Run 1, power grid:
Pins as bars on the die edge. Tap cells in grey.
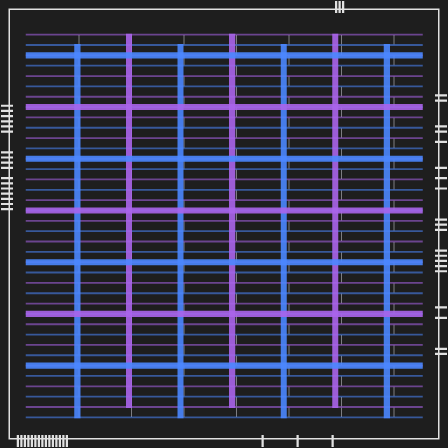
Run 1, cell classes on the final placement:
Scale bar: 20 microns.
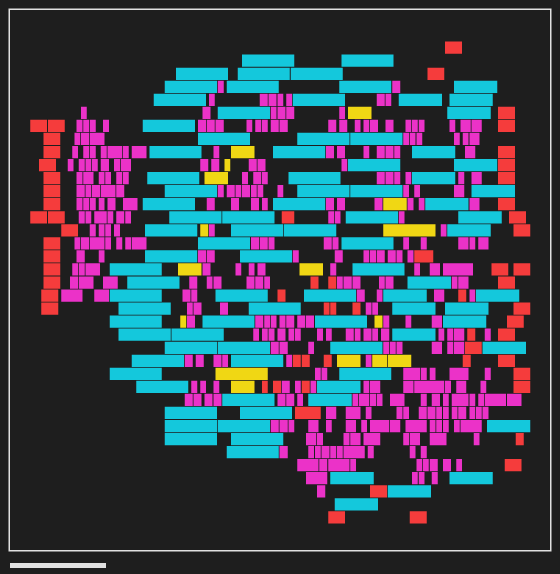
Run 1, logic cells by family:
Scale bar: 20 microns.
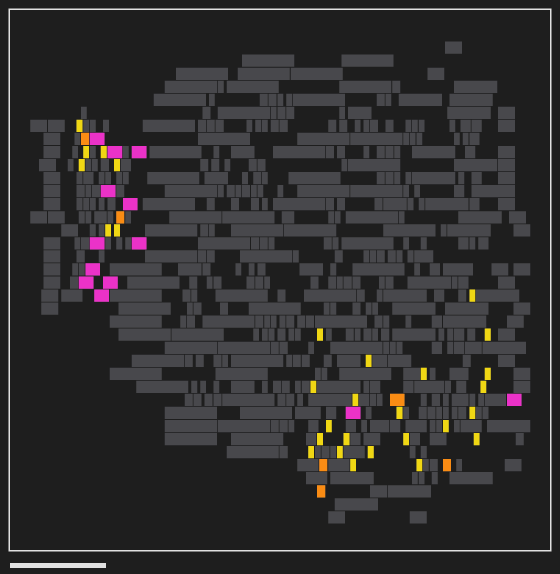
==> config.mk <==
export PLATFORM = sky130hd
export DESIGN_NAME = fir_out_decimator
export DESIGN_NICKNAME = d
export VERILOG_FILES = /design/src/rtl/fir_out_pkg.sv /design/src/rtl/fir_out_fifo.sv /design/src/rtl/fir_out_decimator.sv
export SDC_FILE = /design/constraint.sdc
export NUM_CORES = 1
export LEC_CHECK = 0
export ABC_AREA = 1
export CORE_MARGIN = 4
export CORE_UTILIZATION = 40
export DETAILED_ROUTE_END_ITERATION = 8
export GPL_TIMING_DRIVEN = 0
export PLACE_DENSITY = 0.7
export SLEW_MARGIN = 25
export SYNTH_ARGS = -nofsm -noshare
export SYNTH_HDL_FRONTEND = slang
export SYNTH_SLANG_ARGS = --single-unit
==> constraint.sdc <==
create_clock -name clk -period 4.5 [get_ports clk]
set_clock_uncertainty 0.15 [all_clocks]
set_input_delay 0.9 -clock clk [delete_from_list [all_inputs] [get_ports clk]]
set_output_delay 0.9 -clock clk [all_outputs]
set_load 0.01 [all_outputs]
==> src/rtl/fir_out_pkg.sv <==
// Shared constants and helpers for the FIR output decimator.
// Build option FIR_OUT_SAT_EN selects clamping instead of wrap when narrowing.
package fir_out_pkg;

  localparam int FIR_WL  = 32;
  localparam int FIR_OWL = 16;

  // Half-LSB of the discarded field; added before the shift for round-half-up.
  function automatic longint rnd_const(input int shift);
    return longint'(1) << (shift - 1);
  endfunction

  function automatic longint sat_max(input int owl);
    return (longint'(1) << (owl - 1)) - 1;
  endfunction

  function automatic longint sat_min(input int owl);
    return -(longint'(1) << (owl - 1));
  endfunction

endpackage

==> src/rtl/fir_out_fifo.sv <==
// Synchronous FIFO with a registered head entry (no fall-through).
// clr flushes the contents and takes priority over push and pop.
module fir_out_fifo
  import fir_out_pkg::*;
#(
  parameter int WL    = FIR_OWL,
  parameter int DEPTH = 4
) (
  input  logic                       clk,
  input  logic                       rst,
  input  logic                       clr,
  input  logic                       push,
  input  logic [WL-1:0]              wdata,
  input  logic                       pop,
  output logic                       full,
  output logic                       empty,
  output logic [$clog2(DEPTH):0]     level,
  output logic                       rvalid,
  output logic [WL-1:0]              rdata
);

  localparam int AW = $clog2(DEPTH);
  localparam int LW = AW + 1;

  logic [WL-1:0] mem [DEPTH];
  logic [AW-1:0] wr_ptr;
  logic [AW-1:0] rd_ptr;
  logic [AW-1:0] rd_nxt;
  logic [LW-1:0] cnt;
  logic [LW-1:0] cnt_nxt;
  logic [LW-1:0] cnt_after_pop;
  logic [WL-1:0] head_nxt;
  logic          do_push;
  logic          do_pop;

  assign full    = (cnt == LW'(DEPTH));
  assign empty   = (cnt == '0);
  assign do_pop  = pop && !empty;
  assign do_push = push && (!full || do_pop);
  assign level   = cnt;

  always_comb begin
    rd_nxt        = do_pop ? rd_ptr + AW'(1) : rd_ptr;
    cnt_after_pop = do_pop ? cnt - LW'(1) : cnt;
    cnt_nxt       = cnt;
    if (do_push && !do_pop)
      cnt_nxt = cnt + LW'(1);
    else if (!do_push && do_pop)
      cnt_nxt = cnt - LW'(1);
    // The entry being written becomes the head only when nothing else remains.
    head_nxt = (do_push && cnt_after_pop == '0) ? wdata : mem[rd_nxt];
  end

  always_ff @(posedge clk) begin
    if (do_push && !clr)
      mem[wr_ptr] <= wdata;
  end

  always_ff @(posedge clk or negedge rst) begin
    if (!rst) begin
      wr_ptr <= '0;
      rd_ptr <= '0;
      cnt    <= '0;
      rvalid <= 1'b0;
      rdata  <= '0;
    end else if (clr) begin
      wr_ptr <= '0;
      rd_ptr <= '0;
      cnt    <= '0;
      rvalid <= 1'b0;
    end else begin
      if (do_push)
        wr_ptr <= wr_ptr + AW'(1);
      rd_ptr <= rd_nxt;
      cnt    <= cnt_nxt;
      rvalid <= (cnt_nxt != '0);
      if (cnt_nxt != '0)
        rdata <= head_nxt;
    end
  end

endmodule

==> src/rtl/fir_out_decimator.sv <==
// Decimates the FIR output stream, rounds/narrows kept samples and queues them.
// Define FIR_OUT_SAT_EN to clamp instead of wrap when narrowing to OWL bits.
module fir_out_decimator
  import fir_out_pkg::*;
#(
  parameter int WL    = FIR_WL,
  parameter int OWL   = FIR_OWL,
  parameter int SHIFT = 4,
  parameter int DECIM = 2,
  parameter int DEPTH = 4
) (
  input  logic                        clk,
  input  logic                        rst,
  input  logic                        clr,
  input  logic                        in_valid,
  input  logic signed [WL-1:0]        in_data,
  output logic                        out_valid,
  input  logic                        out_ready,
  output logic signed [OWL-1:0]       out_data,
  output logic                        ovf,
  output logic [$clog2(DEPTH):0]      level
);

  localparam int PW = (DECIM > 1) ? $clog2(DECIM) : 1;
  localparam logic signed [WL:0] RND_C = (WL + 1)'(rnd_const(SHIFT));
`ifdef FIR_OUT_SAT_EN
  localparam logic signed [WL:0] SAT_HI = (WL + 1)'(sat_max(OWL));
  localparam logic signed [WL:0] SAT_LO = (WL + 1)'(sat_min(OWL));
`endif

  function automatic logic signed [WL:0] round_shift(input logic signed [WL-1:0] x);
    logic signed [WL:0] xe;
    xe = {x[WL-1], x};
    return (xe + RND_C) >>> SHIFT;
  endfunction

  function automatic logic signed [OWL-1:0] narrow(input logic signed [WL:0] r);
`ifdef FIR_OUT_SAT_EN
    if (r > SAT_HI)
      return SAT_HI[OWL-1:0];
    else if (r < SAT_LO)
      return SAT_LO[OWL-1:0];
    else
      return r[OWL-1:0];
`else
    return r[OWL-1:0];
`endif
  endfunction

  logic [PW-1:0]          phase_q;
  logic                   vld_p0;
  logic signed [OWL-1:0]  data_p0;
  logic                   fifo_full;
  logic                   fifo_empty;
  logic [OWL-1:0]         fifo_rdata;

  // Stage p0: decimation select and round/narrow, pushed into the FIFO this cycle.
  assign vld_p0  = in_valid && !clr && (phase_q == '0);
  assign data_p0 = narrow(round_shift(in_data));

  always_ff @(posedge clk or negedge rst) begin
    if (!rst)
      phase_q <= '0;
    else if (clr)
      phase_q <= '0;
    else if (in_valid)
      phase_q <= (phase_q == PW'(DECIM - 1)) ? '0 : phase_q + PW'(1);
  end

  always_ff @(posedge clk or negedge rst) begin
    if (!rst)
      ovf <= 1'b0;
    else if (clr)
      ovf <= 1'b0;
    else if (vld_p0 && fifo_full && !(out_ready && !fifo_empty))
      ovf <= 1'b1;
  end

  // Stage p1: registered FIFO head drives the consumer handshake.
  fir_out_fifo #(
    .WL    (OWL),
    .DEPTH (DEPTH)
  ) u_fifo (
    .clk    (clk),
    .rst    (rst),
    .clr    (clr),
    .push   (vld_p0),
    .wdata  (data_p0),
    .pop    (out_ready),
    .full   (fifo_full),
    .empty  (fifo_empty),
    .level  (level),
    .rvalid (out_valid),
    .rdata  (fifo_rdata)
  );

  assign out_data = fifo_rdata;

endmodule

==> notes.md, run 1 <==
Summary of the current implementation state.

- The H-tree depth is 3, for reference.
- The clock latency on the worst-skew pair is about 0.36 ns, for reference.
- The number of antenna violations at the first check in global routing is 0, for reference.
- The power dissipated by switching net loads is ~0.9 mW, for reference.
- The flow ran to the end, and the final reports show no timing, DRC or antenna violations.
- Per the detail_route log, met3 wirelength is roughly 570 microns.
- The CTS report gives the tree buffer count as 9.
- The maximum number of pins on one net before global-route repair is 27, for reference.
- For reference, XOR and XNOR gates occupy 2.60% of the area reported after synthesis.
- In the placement report, post-DP HPWL is listed as roughly 7.2 mm.
- The maximum fanout along the worst path is 16, for reference.
- The slew at the pin with the worst max-slew slack is slightly above 0.9 ns, for reference.
- Summed over all layers, the global routing overflow is 0.
- Logged for this run, the post-placement worst setup slack is between 1 and 1.5 ns.
- The final worst hold slack is ~0.34 ns, for reference.
- In the per-layer summary, the met1 wirelength comes to 4.52 mm.
- The TritonCTS clock tree is done, for reference.
- In the post-route report, total wirelength is listed as 10.0 mm.
- The layout summary lists the proportion of cells stronger than drive strength 1 as between 10% and 20%.
- The leakage dissipation is about 2.2 nW, for reference.
- The final critical-path required period is approximately 2.9 ns, for reference.
- The core outline area is about 0.011 sq mm, for reference.
- CTS reports a maximum clock tree buffer depth of 2.
- The worst setup path is captured at a flop.
- The layout-stage area growth over the synthesis result is 18.8%, for reference.
- The violation tally from detailed-route iteration zero is around 320, for reference.
- Using the TritonRoute via totals, the vias-per-cell ratio works out to ~5.2.
- In the post-route analysis, the smallest setup slack over all paths is about 1.6 ns.
- Of the available clock period, the critical path in the final layout requires approximately two thirds.
- The I/O pin total is roughly 58, for reference.
- In this run the power density over the cells is around 500 mW/mm^2.
- met2 track demand over resource after global routing is between 20% and 30%.
- The worst setup path is launched from an input port.
- The number of placement rows is 37, for reference.
- The number of nets in the final layout is roughly 560, for reference.
- Data arrives at the worst endpoint at 2.74 ns.
- The remaining max-slew budget at the tightest pin is about two fifths, for reference.
- The first global-routing pass estimated roughly 16 mm of wire.
- VDD sags by at most ~0.26 mV.
- Counting every sink on the clock net gives about 90.
- Global routing used 3.29% of the available met3 tracks.
- Traced cell by cell, the critical path runs through clkdlybuf4s50_1 -> nor2_1 -> nand2_1 -> nor2_2.
- The met1 routing resource usage after global routing is between 20% and 30%, for reference.
- The weighted congestion at the end of routability-driven global placement is roughly 0.88, for reference.
- Per report_power, the sequential group accounts for between 40% and 50% of the total.
- For reference, the most critical setup path is categorized as in2reg.
- The met2 wirelength from detailed routing is between 4 and 5 mm, for reference.
- The internal power consumption is 1.69 mW, for reference.
- The floorplan utilization is 41.6%, for reference.
- In this run the cell area measured after placement is between 0.004 and 0.005 sq mm.
- Adding up every negative setup slack in the final design gives 0 ns.
- The cell count after synthesis came out at 457.
- On the worst setup and hold paths after CTS, the clock-pin slew comes to ~0.080 ns.
- The area of the synthesized netlist per yosys stat is 0.00437 sq mm, for reference.
- Of the total synthesized cell area, the portion taken by AND-OR and OR-AND cells is less than 1%.
-- 'power grid' (at the start) --
VDD: shown in purple. VSS: shown in blue.
7 straps on met4. 58 signal pins sit on the boundary. The core has 37 rows.

-- 'cell classes on the final placement' (at the start) --
all other logic: shown in magenta, cells 350, share of their area 34%. flops: shown in cyan, cells 90, share of their area 51%. other buffers and delay cells: shown in red, cells 60, share of their area 10%. clock drivers and dummy loads: shown in yellow, cells 16, share of their area 4.2%.

-- 'logic cells by family' (at the start) --
inverters: shown in yellow, cells 29, most used inv_1. XOR/XNOR gates: shown in magenta, cells 13, most used xor2_1. inverting AOI/OAI gates: shown in orange, cells 6, most used o21ai_0.

run 1: sequential cells by signal, indices dropped and copies added (netlist names):
name / count
u_fifo.rd_ptr: 2
u_fifo.rvalid: 1
u_fifo.level: 3
u_fifo.mem: 64
phase_q: 1
u_fifo.wr_ptr: 2
ovf: 1
u_fifo.rdata: 16
run 1: power groups by stage:
stage	Sequential (mW)	Clock (mW)	Combinational [mW]
finish	1.06	0.590	0.938
global route	1.07	0.630	1.05
CTS	1.06	0.600	0.940
detailed placement	1.08	0	0.934
global placement	1.07	0	0.909
floorplan	1.11	0	0.525
run 1: final timing paths:
kind,startpoint,end,depth (start not counted)
setup reg to reg,u_fifo.level[0]$_DFF_PN0_,u_fifo.mem[3][3]$_DFFE_PP_,5
max in group asynchronous,rst,u_fifo.rdata[0]$_DFFE_PN0P_,1
min in group asynchronous,rst,u_fifo.level[2]$_DFF_PN0_,1
hold reg to reg,phase_q$_DFFE_PN0P_,phase_q$_DFFE_PN0P_,2
setup / recovery,clr,u_fifo.mem[3][3]$_DFFE_PP_,4
hold / removal,phase_q$_DFFE_PN0P_,phase_q$_DFFE_PN0P_,2
run 1: cell families (layout without fill, tap and decap cells):
group | Yosys count | count (layout)
fa+ha+maj | 8 | 8
xor+xnor | 13 | 13
simple gates | 294 | 294
flops | 90 | 90
buf+inv | 46 | 105
compound gates | 6 | 6
run 1: cells in the final DEF, fill, tap and decap left out, drive strengths merged:
cell             n
nand2          149
nand3           98
edfxtp          64
clkdlybuf4s50   41
inv             29
dfrtp           26
nor2            23
nand4           20
buf             16
clkbuf          14
xor2             8
ha               8
o21ai            5
xnor2            5
clkinv           3
nor3             2
bufinv           2
and2             1
nand3b           1
a21oi            1
run 1: cells in the mapped netlist (6+ instances only):
library cell / n / share of area, %
sky130_fd_sc_hd__nor2_1: 22 / 1.9
sky130_fd_sc_hd__edfxtp_1: 64 / 44
sky130_fd_sc_hd__nand3_1: 92 / 11
sky130_fd_sc_hd__dfrtp_1: 26 / 15
sky130_fd_sc_hd__buf_2: 12 / 1.4
sky130_fd_sc_hd__inv_2: 6 / 0.51
sky130_fd_sc_hd__nand4_1: 20 / 2.9
sky130_fd_sc_hd__nand2_1: 144 / 12
sky130_fd_sc_hd__inv_1: 23 / 2.0
sky130_fd_sc_hd__xor2_1: 8 / 1.6
sky130_fd_sc_hd__ha_1: 8 / 2.3
run 1: cell type report:
| type | instances | area, sq um | share of cell area (%) |
|---|---|---|---|
| multi-input combinational | 321 | 1610 | 31.0 |
| tap | 136 | 170 | 3.28 |
| inverter | 29 | 109 | 2.10 |
| timing repair buffer | 43 | 430 | 8.29 |
| buffer | 17 | 90.1 | 1.73 |
| clock inverter | 5 | 78.8 | 1.52 |
| clock buffer | 11 | 131 | 2.53 |
| sequential | 90 | 2570 | 49.5 |
run 1: through the flow:
step / utilization [%] / total power, mW
finish: 49.4 / 2.58
global route: 49.4 / 2.75
floorplan: - / 1.63
global placement: 47.2 / 1.98
detailed placement: 47.4 / 2.01
CTS: 49.4 / 2.60
Run 1, clock wiring as the flow saved it:
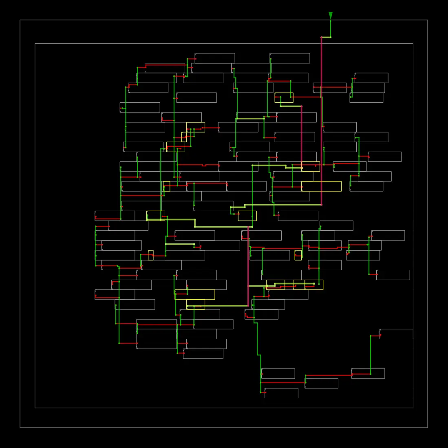

==> run 2: changes to the inputs <==
--- a/config.mk
+++ b/config.mk
@@ -10,7 +10,7 @@
 export CORE_UTILIZATION = 40
 export DETAILED_ROUTE_END_ITERATION = 8
 export GPL_TIMING_DRIVEN = 0
-export PLACE_DENSITY = 0.7
+export PLACE_DENSITY = 0.72
 export SLEW_MARGIN = 25
 export SYNTH_ARGS = -nofsm -noshare
 export SYNTH_HDL_FRONTEND = slang
==> constraint.sdc (replaced) <==
create_clock -name clk -period 2.39 [get_ports clk]
set_clock_uncertainty 0.15 [all_clocks]
set_input_delay 0.478 -clock clk [delete_from_list [all_inputs] [get_ports clk]]
set_output_delay 0.478 -clock clk [all_outputs]
set_load 0.01 [all_outputs]
Run 2, clock wiring as the flow saved it:
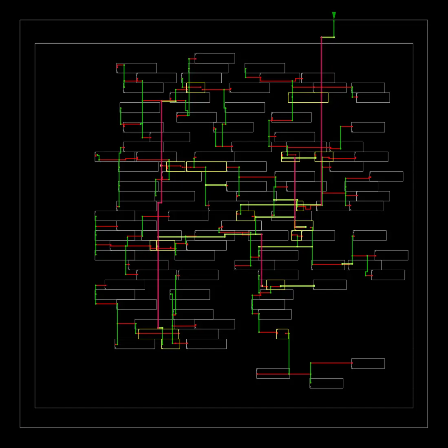
CTS Buf Count: 9
clock tree buffer count of the final layout: 9
Seq cells: 90
power in the clock group: 1.24 mW
TritonCTS Sinks: 90

Run 2, logic cells by family:
Scale bar: 20 microns.
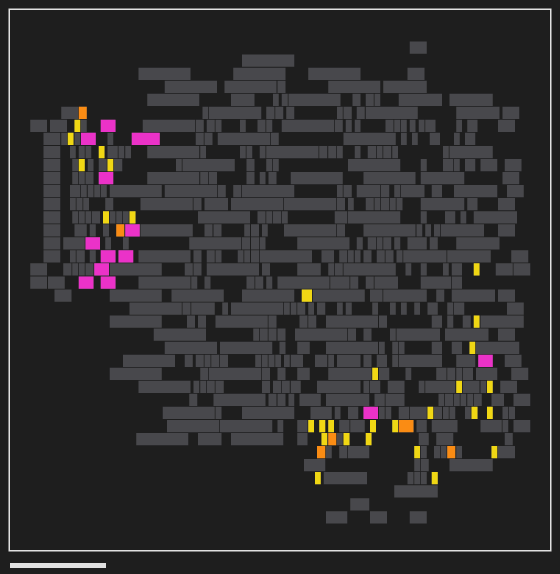
inverters: shown in yellow, cells 29, most used inv_1. XOR/XNOR gates: shown in magenta, cells 13, most used xor2_1, where middle left. inverting AOI/OAI gates: shown in orange, cells 6, most used o21ai_0.

Run 2, clock network drawn from the DEF:
Scale bar: 20 microns.
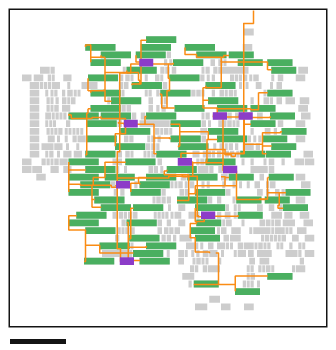
flip-flops: shown in green, count 90. cells driving clock nets: shown in purple, count 9. clock wires: shown in orange, length 1,030 microns.
There are 10 routed clock nets.

==> notes.md, run 2 <==
Summary of the current implementation state.

- The run finished with clean final reports.
- The worst path meets setup with 0.0554 ns of slack.
- The die boundary height is approximately 110 microns, for reference.
- The classification of the worst setup path is in2reg, for reference.
- Per the GRT congestion report, total overflow comes to 0.
- For the worst-skew pair, the clock arrives at the later sink with an insertion delay of 0.36 ns.
- The remaining max-slew budget at the tightest pin is just under 40%, for reference.
- After layout, the worst path uses a little over nine tenths of the clock period.
- The reg-to-reg critical path endpoint is u_fifo.mem[0][3]$_DFFE_PP_, for reference.
- The final number of hold-violating endpoints is 0, for reference.
- For reference, the top cells by count after synthesis are 144 x sky130_fd_sc_hd__nand2_1, 92 x sky130_fd_sc_hd__nand3_1, 64 x sky130_fd_sc_hd__edfxtp_1.
- The largest area contributor in the netlist is sky130_fd_sc_hd__edfxtp_1, for reference.
- Per the detail_route report, DRC violations left total 0.
- The final layout contains routed wiring with a total length of 10.1 mm.
- Per the detail_route report, vias per standard cell equal 5.28.
- Subtracting the final worst setup slack from the clock period gives between 2 and 2.5 ns.
- The synthesized netlist cell count is 457, for reference.
- The final route contains 3,451 vias.
- In this run, synthesis inferred roughly 64 flip-flops with an integrated enable.
- The die covers about 0.013 sq mm.
- The core region is approximately 0.011 sq mm.
- The number of antenna violations at the first check in global routing is 0, for reference.
- The CTS clock-pin slew for the worst setup and hold paths is 0.08 ns, for reference.
- The maximum fanout along the worst path is 16, for reference.
- The count of maximum capacitance violations is 0, for reference.
- The slew at the pin with the worst max-slew slack is 0.922 ns, for reference.
- The tightest min-delay check is of the reg2reg type.
- TritonCTS built the clock tree.
- Looking at the gate-level netlist, the highest instance count belongs to sky130_fd_sc_hd__nand2_1.
- The worst flop-to-flop path startpoint is u_fifo.level[0]$_DFF_PN0_, for reference.
- The final worst hold slack is approximately 0.34 ns, for reference.
- Setup slack on the worst path after placement came out at -0.504 ns.
- STA classifies the critical path endpoint as a flop.
- The count of cells along the worst hold path is 2, for reference.
- According to the I/O placement log, the pin count is between 50 and 60.
- The register ranked first by flip-flop count is u_fifo.mem, for reference.
- The most common logic cells in the final layout are 140 x sky130_fd_sc_hd__nand2_1, 92 x sky130_fd_sc_hd__nand3_1, 64 x sky130_fd_sc_hd__edfxtp_1.
- The finished layout holds 653 standard cells, fillers aside.
- The most numerous logic cell after layout is sky130_fd_sc_hd__nand2_1, for reference.
- The complex-gate fraction of the synthesized area is 0.772%, for reference.
- The register with the most flip-flops in the layout has roughly 64 of them.
- In this run the static leakage power is between 2 and 2.5 nW.
- By area the synthesized netlist is led by sky130_fd_sc_hd__edfxtp_1 44%, sky130_fd_sc_hd__dfrtp_1 15%, sky130_fd_sc_hd__nand2_1 12%, sky130_fd_sc_hd__nand3_1 11%, sky130_fd_sc_hd__nand4_1 2.9%.
- The share of the core area taken by cells at floorplan is between 40% and 50%.
- The deepest clock path buffer count is 2, for reference.
- The final layout reports a setup TNS of 0 ns.
- Across all register-to-register paths, the minimum setup slack is about 0.11 ns.
- At the worst endpoint, the arrival time is around 2.2 ns.
- The H-tree depth is 3, for reference.
- The root buffer selected by CTS is sky130_fd_sc_hd__clkbuf_8, for reference.
- The number of nets in the final layout is between 500 and 600, for reference.
- In the synthesized netlist, the dominant kind of combinational cell is simple AND/OR/NAND/NOR gates.
- For hold timing, the worst endpoint is phase_q$_DFFE_PN0P_.
- After the first detailed-routing iteration, the DRC count stood at between 200 and 300.
- The maximum number of pins on one net before global-route repair is 27, for reference.
- The final weighted congestion recorded by global placement is approximately 0.88.
- The area of the synthesized netlist per yosys stat is around 0.0044 sq mm, for reference.
- The layout summary lists the proportion of cells stronger than drive strength 1 as around 12%.
- In this run the most critical hold path is launched from phase_q$_DFFE_PN0P_.
- The global-route wire length before repair is roughly 17 mm, for reference.
- The aggregate global-route resource usage is between 10% and 20%, for reference.
- The total power density per cell area is roughly 950 mW/mm^2, for reference.
- From synthesis to final layout, the design area changed by 20.7%.
- The area share of the largest cell type after synthesis is a little over two fifths, for reference.
- The maximum VDD drop is between 0.4 and 0.5 mV, for reference.
- Once detailed placement completed, the half-perimeter wirelength came to ~7.1 mm.
- The main flop type is sky130_fd_sc_hd__edfxtp_1, for reference.
- After floorplanning, the core was divided into 37 placement rows.
- The distinct cell type count after synthesis is 25, for reference.
- STA classifies the critical path startpoint as an input port.
- In this run the cell area of the synthesized design comes to 0.00437 sq mm.
- The number of cells on the worst reg-to-reg path is 5.
- The OpenROAD warning count is roughly 48, for reference.
- The area fraction in xor and xnor cells is 2.60%, for reference.
[run 2: netlist changes by cell type in the layout (fill, tap and decap cells not counted), moves of 3 or more]
cell	change
sky130_fd_sc_hd__nand2_2	+4
sky130_fd_sc_hd__clkbuf_4	+3
sky130_fd_sc_hd__buf_2	-6
sky130_fd_sc_hd__nand2_1	-4
sky130_fd_sc_hd__clkbuf_2	+3
sky130_fd_sc_hd__buf_4	+3
sky130_fd_sc_hd__clkbuf_1	-5
[run 2: worst max-delay path, cell delays in order]
cell and delay, ns:
sky130_fd_sc_hd__clkdlybuf4s50_1 0.50, sky130_fd_sc_hd__nand2_1 0.06, sky130_fd_sc_hd__nor2_1 0.20, sky130_fd_sc_hd__nand2_2 0.19
sky130_fd_sc_hd__nor2_2 0.74
[run 2: how the worst max path moves through the flow]
stage | from | endpoint | slack (ns) | cells after the start
6_report | in_valid | u_fifo.mem[0][3]$_DFFE_PP_ | 0.06 | 5
5_1_grt | out_ready | u_fifo.mem[0][3]$_DFFE_PP_ | -0.07 | 5
4_1_cts | clr | u_fifo.mem[3][14]$_DFFE_PP_ | -0.12 | 4
3_5_place_dp | clr | u_fifo.mem[3][11]$_DFFE_PP_ | -0.50 | 4
3_3_place_gp | clr | u_fifo.mem[2][11]$_DFFE_PP_ | -0.83 | 4
2_1_floorplan | u_fifo.level[0]$_DFF_PN0_ | u_fifo.mem[0][0]$_DFFE_PP_ | 0.1 | 5
[run 2: cell type report]
class,instances,area (sq um)
sequential,90,2570
clock inverter,7,116
inverter,29,111
tap,136,170
buffer,17,113
clock buffer,9,124
timing repair buffer,44,435
multi-input combinational,321,1640
fill,972,5230
[run 2: report_power, final]
| part | switching, mW | total [mW] | internal, mW |
|---|---|---|---|
| clock network | 0.545 | 1.24 | 0.694 |
| registers | 0.113 | 1.99 | 1.88 |
| logic | 1.06 | 1.81 | 0.748 |
[run 2: kinds of logic after synthesis]
| kind of cell | after synthesis |
|---|---|
| fa+ha+maj | 8 |
| flops | 90 |
| compound gates | 6 |
| simple gates | 294 |
| buf+inv | 46 |
| xor+xnor | 13 |
[run 2: through the flow]
stage	power (mW)	instance area, sq um	util (%)
after CTS	5.01	5220	49.7
after floorplan	3.07	4370	-
after global placement	3.73	4960	47.2
after global routing	5.32	5280	50.2
final	5.04	5280	50.2
after detailed placement	3.78	4970	47.3
[run 2: routing by layer]
| metal | wire length, microns | part of all wire (%) | up-vias | track usage [%] |
|---|---|---|---|---|
| met5 | 0 | 0 | - | 0 |
| li1 | - | - | 1663 | - |
| met3 | 623 | 6.2 | 14 | 2.32 |
| met1 | 4610 | 46 | 1624 | 22.8 |
| met2 | 4690 | 46 | 150 | 26.1 |
| met4 | 163 | 1.6 | 0 | 6.09 |
[run 2: what timing repair did]
action | in CTS | in global routing
endpoints found under the setup margin | 64 | 80
setup buffers | 0 | 1
gates resized | 0 | 25
hold buffers | 1 | 0
hold endpoints to repair | 26 | 0
Run 2, cell classes on the final placement:
Scale bar: 20 microns.
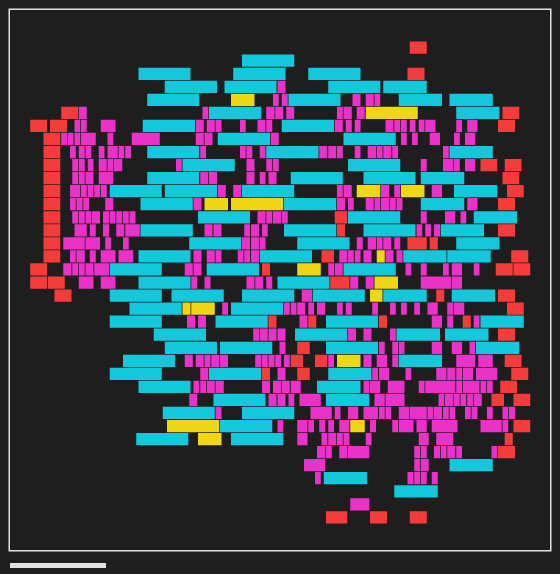

==> run 3: changes to the inputs <==
--- a/config.mk
+++ b/config.mk
@@ -11,7 +11,8 @@
 export DETAILED_ROUTE_END_ITERATION = 8
 export GPL_TIMING_DRIVEN = 0
 export PLACE_DENSITY = 0.72
-export SLEW_MARGIN = 25
+export SKIP_CTS_REPAIR_TIMING = 1
+export SLEW_MARGIN = 20
 export SYNTH_ARGS = -nofsm -noshare
 export SYNTH_HDL_FRONTEND = slang
 export SYNTH_SLANG_ARGS = --single-unit
Run 3, cell classes on the final placement:
Scale bar: 20 microns.
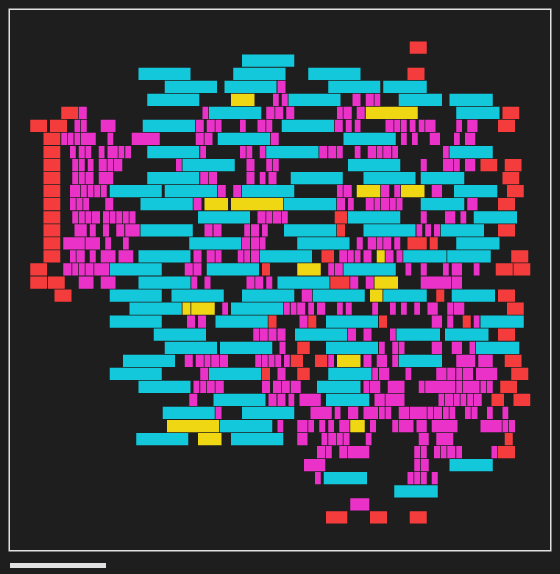
flops: shown in cyan, cells 90, share of their area 50%. all other logic: shown in magenta, cells 350, share of their area 34%. other buffers and delay cells: shown in red, cells 60, share of their area 11%. clock drivers and dummy loads: shown in yellow, cells 16, share of their area 4.7%.

Run 3, power grid:
Pins as bars on the die edge. Tap cells in grey.
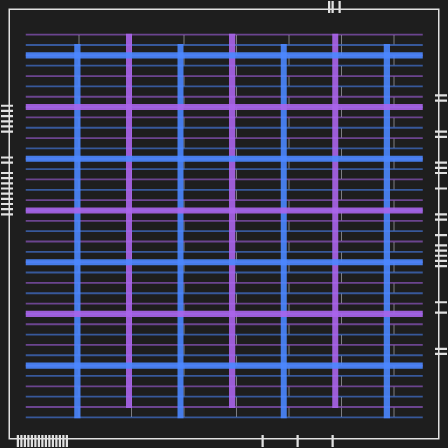
VSS: shown in blue. VDD: shown in purple.
7 straps on met4. The core has 37 rows.

Run 3, logic cells by family:
Scale bar: 20 microns.
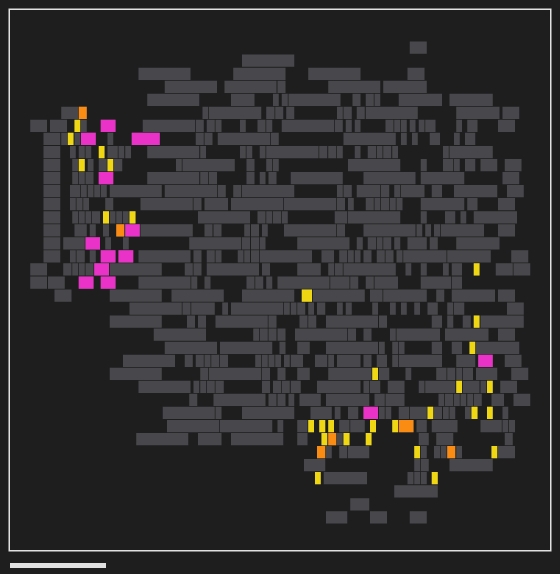
inverters: shown in yellow, cells 29, most used inv_1. inverting AOI/OAI gates: shown in orange, cells 6, most used o21ai_0. XOR/XNOR gates: shown in magenta, cells 13, most used xor2_1, where middle left.

==> notes.md, run 3 <==
Summary of the current implementation state.

- The number of fill cells in the layout is 973, for reference.
- The final number of hold-violating endpoints is 26, for reference.
- The post-detailed-placement cell area is between 0.004 and 0.005 sq mm, for reference.
- The area share of the largest cell type after synthesis is a little over two fifths, for reference.
- Detailed routing inserted a total of roughly 3,400 vias.
- The synthesized netlist contains 25 unique library cells.
- Counting instances in the post-synthesis netlist gives the leading cell types as 144 x sky130_fd_sc_hd__nand2_1, 92 x sky130_fd_sc_hd__nand3_1, 64 x sky130_fd_sc_hd__edfxtp_1.
- In this run the standard cell core region covers 0.0105 sq mm.
- The number of flip-flops under the largest register name is around 64, for reference.
- According to the floorplan report, the die height is 113 microns.
- The number of antenna violations at the first check in global routing is 0, for reference.
- The type of the tightest min-delay check is in2async, for reference.
- The final critical-path required period is 2.32 ns, for reference.
- The classification of the worst setup path is in2reg, for reference.
- Checking max transition, the worst relative margin is 39.7%.
- The estimated wirelength of the detail-placed design is a little over 7 mm, for reference.
- The synth_stat.txt file lists the number of cells as between 400 and 500.
- The run finished, with violations left.
- Buffers inserted during clock tree synthesis total 9.
- Per the detail_route report, vias per standard cell equal about 5.3.
- The count of flip-flops with a built-in enable after synthesis is around 64, for reference.
- In this run the layout overhead on the synthesized area is reported as 20.5%.
- Dividing the final minimum period by the clock period gives between 90% and 100%.
- The main flop type is sky130_fd_sc_hd__edfxtp_1, for reference.
- Hold timing on the final database bottoms out at a slack of -0.0492 ns.
- The area of the synthesized netlist per yosys stat is about 0.0044 sq mm, for reference.
- The checks that failed: negative hold slack.
- The global-route wire length before repair is ~17 mm, for reference.
- TritonCTS built the clock tree.
- IR analysis of the VDD net gives a maximum drop of 0.491 mV.
- The aggregate global-route resource usage is between 10% and 20%, for reference.
- The detailed router finished its first iteration with 289 violations.
- The final report lists a non-filler cell total of 652.
- The I/O pin total is 58, for reference.
- The floorplan has 37 rows.
- The worst setup path is captured at a flop.
- Per the synthesis report, the dominant area consumer among library cells is sky130_fd_sc_hd__edfxtp_1.
- Based on the critical path, the design can be clocked at up to about 0.43 GHz.
- The H-tree depth is 3, for reference.
- The number of pins exceeding their max-slew limit in the final report is 0, for reference.
- The weighted congestion at the end of routability-driven global placement is 0.878, for reference.
- The aggregate negative setup slack is 0 ns, for reference.
- The deepest clock path buffer count is 2, for reference.
- In the layout the commonest cells are 140 x sky130_fd_sc_hd__nand2_1, 92 x sky130_fd_sc_hd__nand3_1, 64 x sky130_fd_sc_hd__edfxtp_1.
- The startpoint kind of the worst setup timing path is an input port, for reference.
- The final instance area is ~0.0053 sq mm, for reference.
- The registers of the reported paths see a clock transition of approximately 0.08 ns.
- The synthesized netlist cell count is 457, for reference.
- The count of maximum capacitance violations is 0, for reference.
- The mapped cell area is 0.00437 sq mm, for reference.
- Summed over all layers, the global routing overflow is 0.
- At the later pin of the worst-skew pair, clock insertion delay measures around 0.36 ns.
- The number of nets in the final layout is ~560, for reference.
- For this design the static power due to leakage is 2.21 nW.
- The maximum number of pins on one net before global-route repair is 27, for reference.
- The post-route netlist has approximately an eighth of its cells at a drive strength greater than 1.
- The largest register by flop count is u_fifo.mem.
- Looking at the max-slew report, the worst-margin pin has a slew of 0.904 ns.
- The arrival time at the worst endpoint is 2.16 ns, for reference.
- The total wire length after detailed routing is approximately 10 mm, for reference.
- The net count entering floorplan is between 500 and 600, for reference.
- The proportion of register bits with asynchronous set or reset after synthesis is roughly 29%, for reference.
- The residual DRC count is 0, for reference.
- The synthesis report lists the most area-consuming cells as sky130_fd_sc_hd__edfxtp_1 44%, sky130_fd_sc_hd__dfrtp_1 15%, sky130_fd_sc_hd__nand2_1 12%, sky130_fd_sc_hd__nand3_1 11%, sky130_fd_sc_hd__nand4_1 2.9%.
- The number of instances in the placed design is 635, for reference.
- Before placement the cells fill 41.6% of the core.
- CTS placed an instance of sky130_fd_sc_hd__clkbuf_8 at the clock tree root.
- The OpenROAD warning count is about 47, for reference.
- Along the worst path, the maximum fanout reaches 16.
- The die footprint is approximately 0.013 sq mm, for reference.
- The number of global-route vias before repair came to around 3,300.
- Total power normalized to cell area comes to approximately 950 mW/mm^2.
- The placement report lists the number of port buffers as roughly 42.
- Counting only logic cells after layout, the most numerous master is sky130_fd_sc_hd__nand2_1.
- The leading cell type by number of instances after synthesis is sky130_fd_sc_hd__nand2_1, for reference.
- The number of sinks handled by clock tree synthesis is around 90, for reference.
run 3: cell types whose count changed in the layout (fill, tap and decap cells not counted):
cell	previous run	this run
sky130_fd_sc_hd__dlygate4sd3_1	1	0
run 3: worst paths after layout:
| kind | startpoint | to | slack (ns) | cells past startpoint |
|---|---|---|---|---|
| max in group asynchronous | rst | u_fifo.rdata[13]$_DFFE_PN0P_ | 1.75 | 1 |
| min in group clk | phase_q$_DFFE_PN0P_ | phase_q$_DFFE_PN0P_ | 0.34 | 2 |
| min reg2reg | phase_q$_DFFE_PN0P_ | phase_q$_DFFE_PN0P_ | 0.34 | 2 |
| min | rst | ovf$_DFFE_PN0P_ | -0.05 | 1 |
| max reg2reg | u_fifo.level[0]$_DFF_PN0_ | u_fifo.mem[0][5]$_DFFE_PP_ | 0.12 | 5 |
| max | in_valid | u_fifo.mem[0][5]$_DFFE_PP_ | 0.07 | 5 |
run 3: cell families (layout without fill, tap and decap cells):
| kind of cell | Yosys count | after routing | share of synthesized area [%] |
|---|---|---|---|
| compound gates | 6 | 6 | 0.772 |
| xor+xnor | 13 | 13 | 2.60 |
| fa+ha+maj | 8 | 8 | 2.29 |
| buf+inv | 46 | 105 | 4.55 |
| flops | 90 | 90 | 58.8 |
| simple gates | 294 | 294 | 31.0 |
run 3: critical path: stages:
cell and delay [ns]:
sky130_fd_sc_hd__clkdlybuf4s50_1 0.50, sky130_fd_sc_hd__nand2_1 0.06, sky130_fd_sc_hd__nor2_1 0.20, sky130_fd_sc_hd__nand2_2 0.19, sky130_fd_sc_hd__nor2_2 0.73
run 3: stage by stage:
stage	worst slack (ns)	total power, mW	utilization [%]
finish	0.0685	5.03	50.1
CTS	-0.118	5.01	49.6
detailed placement	-0.504	3.78	47.3
global route	-0.0740	5.32	50.1
floorplan	0.0973	3.07	-
global placement	-0.829	3.73	47.2
run 3: area by class of cell:
type / count / area, sq um / area share, %
multi-input cells: 321 / 1640 / 31.1
inverters: 29 / 111 / 2.11
well taps: 136 / 170 / 3.23
clock inverters: 7 / 116 / 2.21
flip-flops and latches: 90 / 2570 / 48.8
plain buffers: 17 / 113 / 2.14
clock buffers: 9 / 124 / 2.35
repair buffers: 43 / 425 / 8.07
run 3: power by group:
group | switching [mW] | internal (mW)
registers | 0.112 | 1.88
clock network | 0.542 | 0.694
logic | 1.06 | 0.747
run 3: metal layers:
| metal | vias to the layer above | track usage (%) | share of wire, % |
|---|---|---|---|
| met5 | - | 0 | 0 |
| met4 | 0 | 6.09 | 1.6 |
| met3 | 16 | 2.37 | 5.4 |
| met2 | 123 | 26.1 | 47 |
| met1 | 1638 | 22.8 | 46 |
| li1 | 1661 | - | - |
Power figures rest on the tool's default switching activity, not on a simulated workload.
